gate_families.png
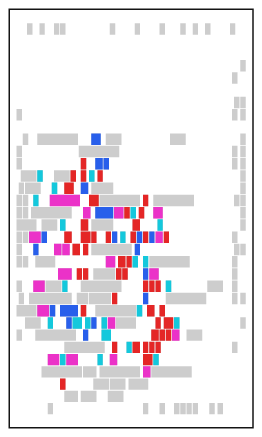
cell_classes.png
The bar under the picture is 20 µm long. Fill, decap, tap and diode cells in gray.
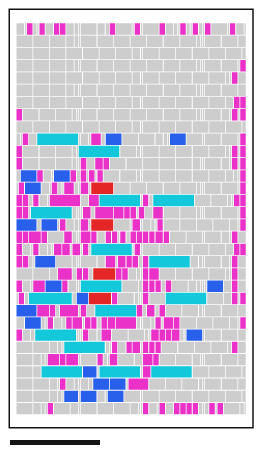
**src/rtl/phase_seq.sv**
```systemverilog
// phase_seq: multi-cycle CPU phase sequencer (f,d,e,m,w) with mem stalls, step, halt and watchdog.
// Optional performance counters enabled by defining PHASE_PERF_CNT_EN.
module phase_seq #(
    parameter int TIMEOUT = 255,
    parameter int TO_W    = 8
) (
    input  logic        clk,
    input  logic        n_rst,
    input  logic        run,
    input  logic        step,
    input  logic        mem_acc,
    input  logic        halt_req,
    input  logic        mem_ready,
    output logic [4:0]  cur_phase,
    output logic [4:0]  phase,
    output logic        busy,
    output logic        halted,
    output logic        err,
    output logic [31:0] cycle_cnt,
    output logic [31:0] instr_cnt
);
    typedef enum logic [2:0] {IDLE, RUN, STEP, HALT, ERR} state_t;
    state_t state, state_nxt;
    logic [4:0] cur_nxt;
    logic [TO_W-1:0] wcnt, wcnt_nxt;
    logic need_mem, go;
    always_ff @(posedge clk or negedge n_rst) begin
        if (!n_rst) begin
            state     <= IDLE;
            cur_phase <= 5'b00001;
            wcnt      <= '0;
        end else begin
            state     <= state_nxt;
            cur_phase <= cur_nxt;
            wcnt      <= wcnt_nxt;
        end
    end
    always_comb begin
        busy      = (state == RUN) || (state == STEP);
        need_mem  = cur_phase[0] | (cur_phase[3] & mem_acc);
        go        = busy & (!need_mem | mem_ready);
        phase     = go ? cur_phase : 5'b0;
        state_nxt = state;
        cur_nxt   = cur_phase;
        wcnt_nxt  = wcnt;
        if (state == IDLE)
            state_nxt = run ? RUN : step ? STEP : IDLE;
        else if (go) begin
            cur_nxt  = {cur_phase[3:0], cur_phase[4]};
            wcnt_nxt = '0;
            if (cur_phase[4])
                state_nxt = halt_req ? HALT : (state == STEP || !run) ? IDLE : RUN;
        end else if (busy) begin
            wcnt_nxt = wcnt + 1'b1;
            // Trap on the cycle the count would reach TIMEOUT; cur_phase stays frozen.
            if (wcnt_nxt == TO_W'(TIMEOUT))
                state_nxt = ERR;
        end
    end
    assign halted = (state == HALT);
    assign err    = (state == ERR);
`ifdef PHASE_PERF_CNT_EN
    always_ff @(posedge clk or negedge n_rst) begin
        if (!n_rst) begin
            cycle_cnt <= '0;
            instr_cnt <= '0;
        end else begin
            if (busy)
                cycle_cnt <= cycle_cnt + 32'd1;
            if (phase[4])
                instr_cnt <= instr_cnt + 32'd1;
        end
    end
`else
    assign cycle_cnt = '0;
    assign instr_cnt = '0;
`endif
endmodule

```
**config.mk**
```make
export PLATFORM = sky130hd
export DESIGN_NAME = phase_seq
export DESIGN_NICKNAME = d
export VERILOG_FILES = /design/src/rtl/phase_seq.sv
export SDC_FILE = /design/constraint.sdc
export NUM_CORES = 1
export LEC_CHECK = 0
export ABC_AREA = 1
export CAP_MARGIN = 10
export CORE_ASPECT_RATIO = 1.75
export CORE_UTILIZATION = 30
export CTS_CLUSTER_SIZE = 8
export DETAILED_ROUTE_END_ITERATION = 12
export PLACE_DENSITY = 0.65
export SETUP_SLACK_MARGIN = 0.2
export SYNTH_ARGS = -nofsm -noshare
export SYNTH_HDL_FRONTEND = slang
export SYNTH_SLANG_ARGS = --single-unit
```
**constraint.sdc**
```tcl
create_clock -name clk -period 3.5 [get_ports clk]
set_input_delay 0.875 -clock clk [delete_from_list [all_inputs] [get_ports clk]]
set_output_delay 0.875 -clock clk [all_outputs]
set_load 0.02 [all_outputs]
```
==> qor.yml <==
status:
  status: "complete, no violations"
floorplan:
  die_area_mm2: 0.004981
  fp.coreArea_mm2: 0.004444
  die-height_um: 92.62
detailed_routing:
  vias: 1041
  drc: 0
  ant_nets: 0
setup_path:
  worstPathRequired_ps: 2620
  crit_path_top_delay_cell: "clkdlybuf4s50_1"
  crit_fanout: 8
  crit_family: "buffers and inverters"
  crit_type: "in2out"
final_layout:
  nets: 221
  drive_above_1_share_pct: 8.057
  syn2layout_area_growth_pct: 5.778
pwr:
  p_sw_share_pct: 32.81
  pwr-share-clk_pct: 36.5
  power_leakage_nw: 0.8923
  combPwrFrac_pct: 20.8
  internal_power_w: 0.0003052
final_timing:
  setup_viol: 0
  slew_headroom_pct: 48.54
  finalHoldViolations: 0
clock_network:
  clock_path_buffers: 2
  htreeDepth: 1
  cts.reportedPaths.clkPinSlew_ps: 60
  cts_tree: "yes"
  cts-root-buf: "clkbuf_8"
placement:
  hpwlAfterDp_um: 1901
  routabilityCongestion: 0.7896
synthesis:
  synth.ff_latch_count: 16
  syn_avg_cell_area_um2: 7.487
  synth_cell_types: 21
grt:
  grtUsageMet2_pct: 18.72
  antenna_found_initial: 0
Notes on gate_families.png above:
[NAND gates] red | cells: 45 | most used: nand2_1
[NOR gates] blue | cells: 18 | most used: nor2_1
[inverters] cyan | cells: 23 | most used: inv_1
[inverting AOI/OAI gates] magenta | cells: 19 | most used: o21ai_0

Notes on cell_classes.png above:
[all other logic] magenta | cells: 171 | share of their area: 54%
[clock drivers and dummy loads] red | cells: 4 | share of their area: 3.9%
[other buffers and delay cells] blue | cells: 20 | share of their area: 14%
[flip-flops] cyan | cells: 16 | share of their area: 28%
row count: 32
Design Area, Final: 0.001489 mm²

[area by class of cell]
cell class | instances | area (µm²)
sequential | 16 | 401.6
timing repair buffer | 20 | 202.7
tap | 51 | 63.81
clock buffer | 4 | 55.05
inverter | 23 | 91.34
multi-input combinational | 148 | 674.4
fill | 483 | 2955
[kinds of logic after synthesis]
logic type | share of synthesized area (%)
DFF | 28.53
buffers and inverters | 40.62
AOI/OAI and AO/OA | 8.978
and+or+nand+nor | 19.82
other | 0.2664
adders and majority gates | 1.777
[stage by stage]
stage | util, % | total power [W] | hold WS, ps | area [µm²] | std cells
4_1_cts | 33.33 | 0.0004595 | 549.1 | 1481 | 262
2_1_floorplan | - | 0.0003244 | 502.7 | 1644 | 251
3_3_place_gp | 32.07 | 0.0002906 | 534.9 | 1425 | 258
6_report | 33.50 | 0.0004543 | 553.5 | 1489 | 262
5_1_grt | 33.50 | 0.0004787 | 566.6 | 1489 | 262
3_5_place_dp | 32.07 | 0.0002905 | 515.1 | 1425 | 258
[final timing paths]
kind                                   start            to  slack [ps]  depth (start not counted)
max in group asynchronous              n_rst  cur_phase[3]        1940                          1
worst min register to register  cur_phase[0]  cur_phase[0]         550                          2
min in group asynchronous              n_rst       wcnt[2]        1070                          1
worst min-delay path            cur_phase[0]  cur_phase[0]         550                          2
worst max-delay path                 mem_acc      phase[1]         430                          7
worst max register to register      state[0]      state[1]        1760                         11
[routing by layer]
metal / share of wire [%] / routed length, µm
met5: 0 / 0
met4: 3.7 / 90
met3: 6.8 / 165
met2: 52 / 1259
met1: 37 / 904
[cells in the mapped netlist]
cell type / n
inv_4: 2
nor2_4: 2
o21bai_1: 5
nand3_1: 8
inv_1: 19
nor3_1: 2
o21ai_0: 7
inv_2: 2
nor2_1: 13
nand2_1: 32
o21bai_4: 1
a21oi_1: 2
nand4_1: 3
dfstp_2: 1
buf_4: 64
nor2_2: 1
dfrtp_1: 15
o22ai_1: 4
nand2_2: 2
conb_1: 1
ha_1: 2
[power by group through the flow]
stage	Combinational (W)	Clock, W	Sequential, W
after floorplan	0.000124	0	0.000200
after global placement	0.0000936	0	0.000197
after detailed placement	0.0000935	0	0.000197
after CTS	0.0000944	0.000171	0.000194
after global routing	0.000104	0.000181	0.000194
final	0.0000947	0.000166	0.000194
[sequential cells by signal, summed over array words and instances, names as in the netlist]
name       flops
wcnt           8
state          3
cur_phase      5
[worst reg2reg max path, cell delays in order, from the launching register on]
cell,delay [ps]
dfrtp_1,440
nand2_1,130
nand2_2,80
nor2_4,240
inv_4,80
nor2_4,120
buf_4,160
a21oi_1,60
nand2_1,140
nand2_2,80
nand2_1,60
nand2_1,50
[what timing repair did]
item	in CTS	in global routing
pin swaps	0	0
setup endpoints to repair	5	3
gates resized	3	3
Power and IR drop assume default switching activity.
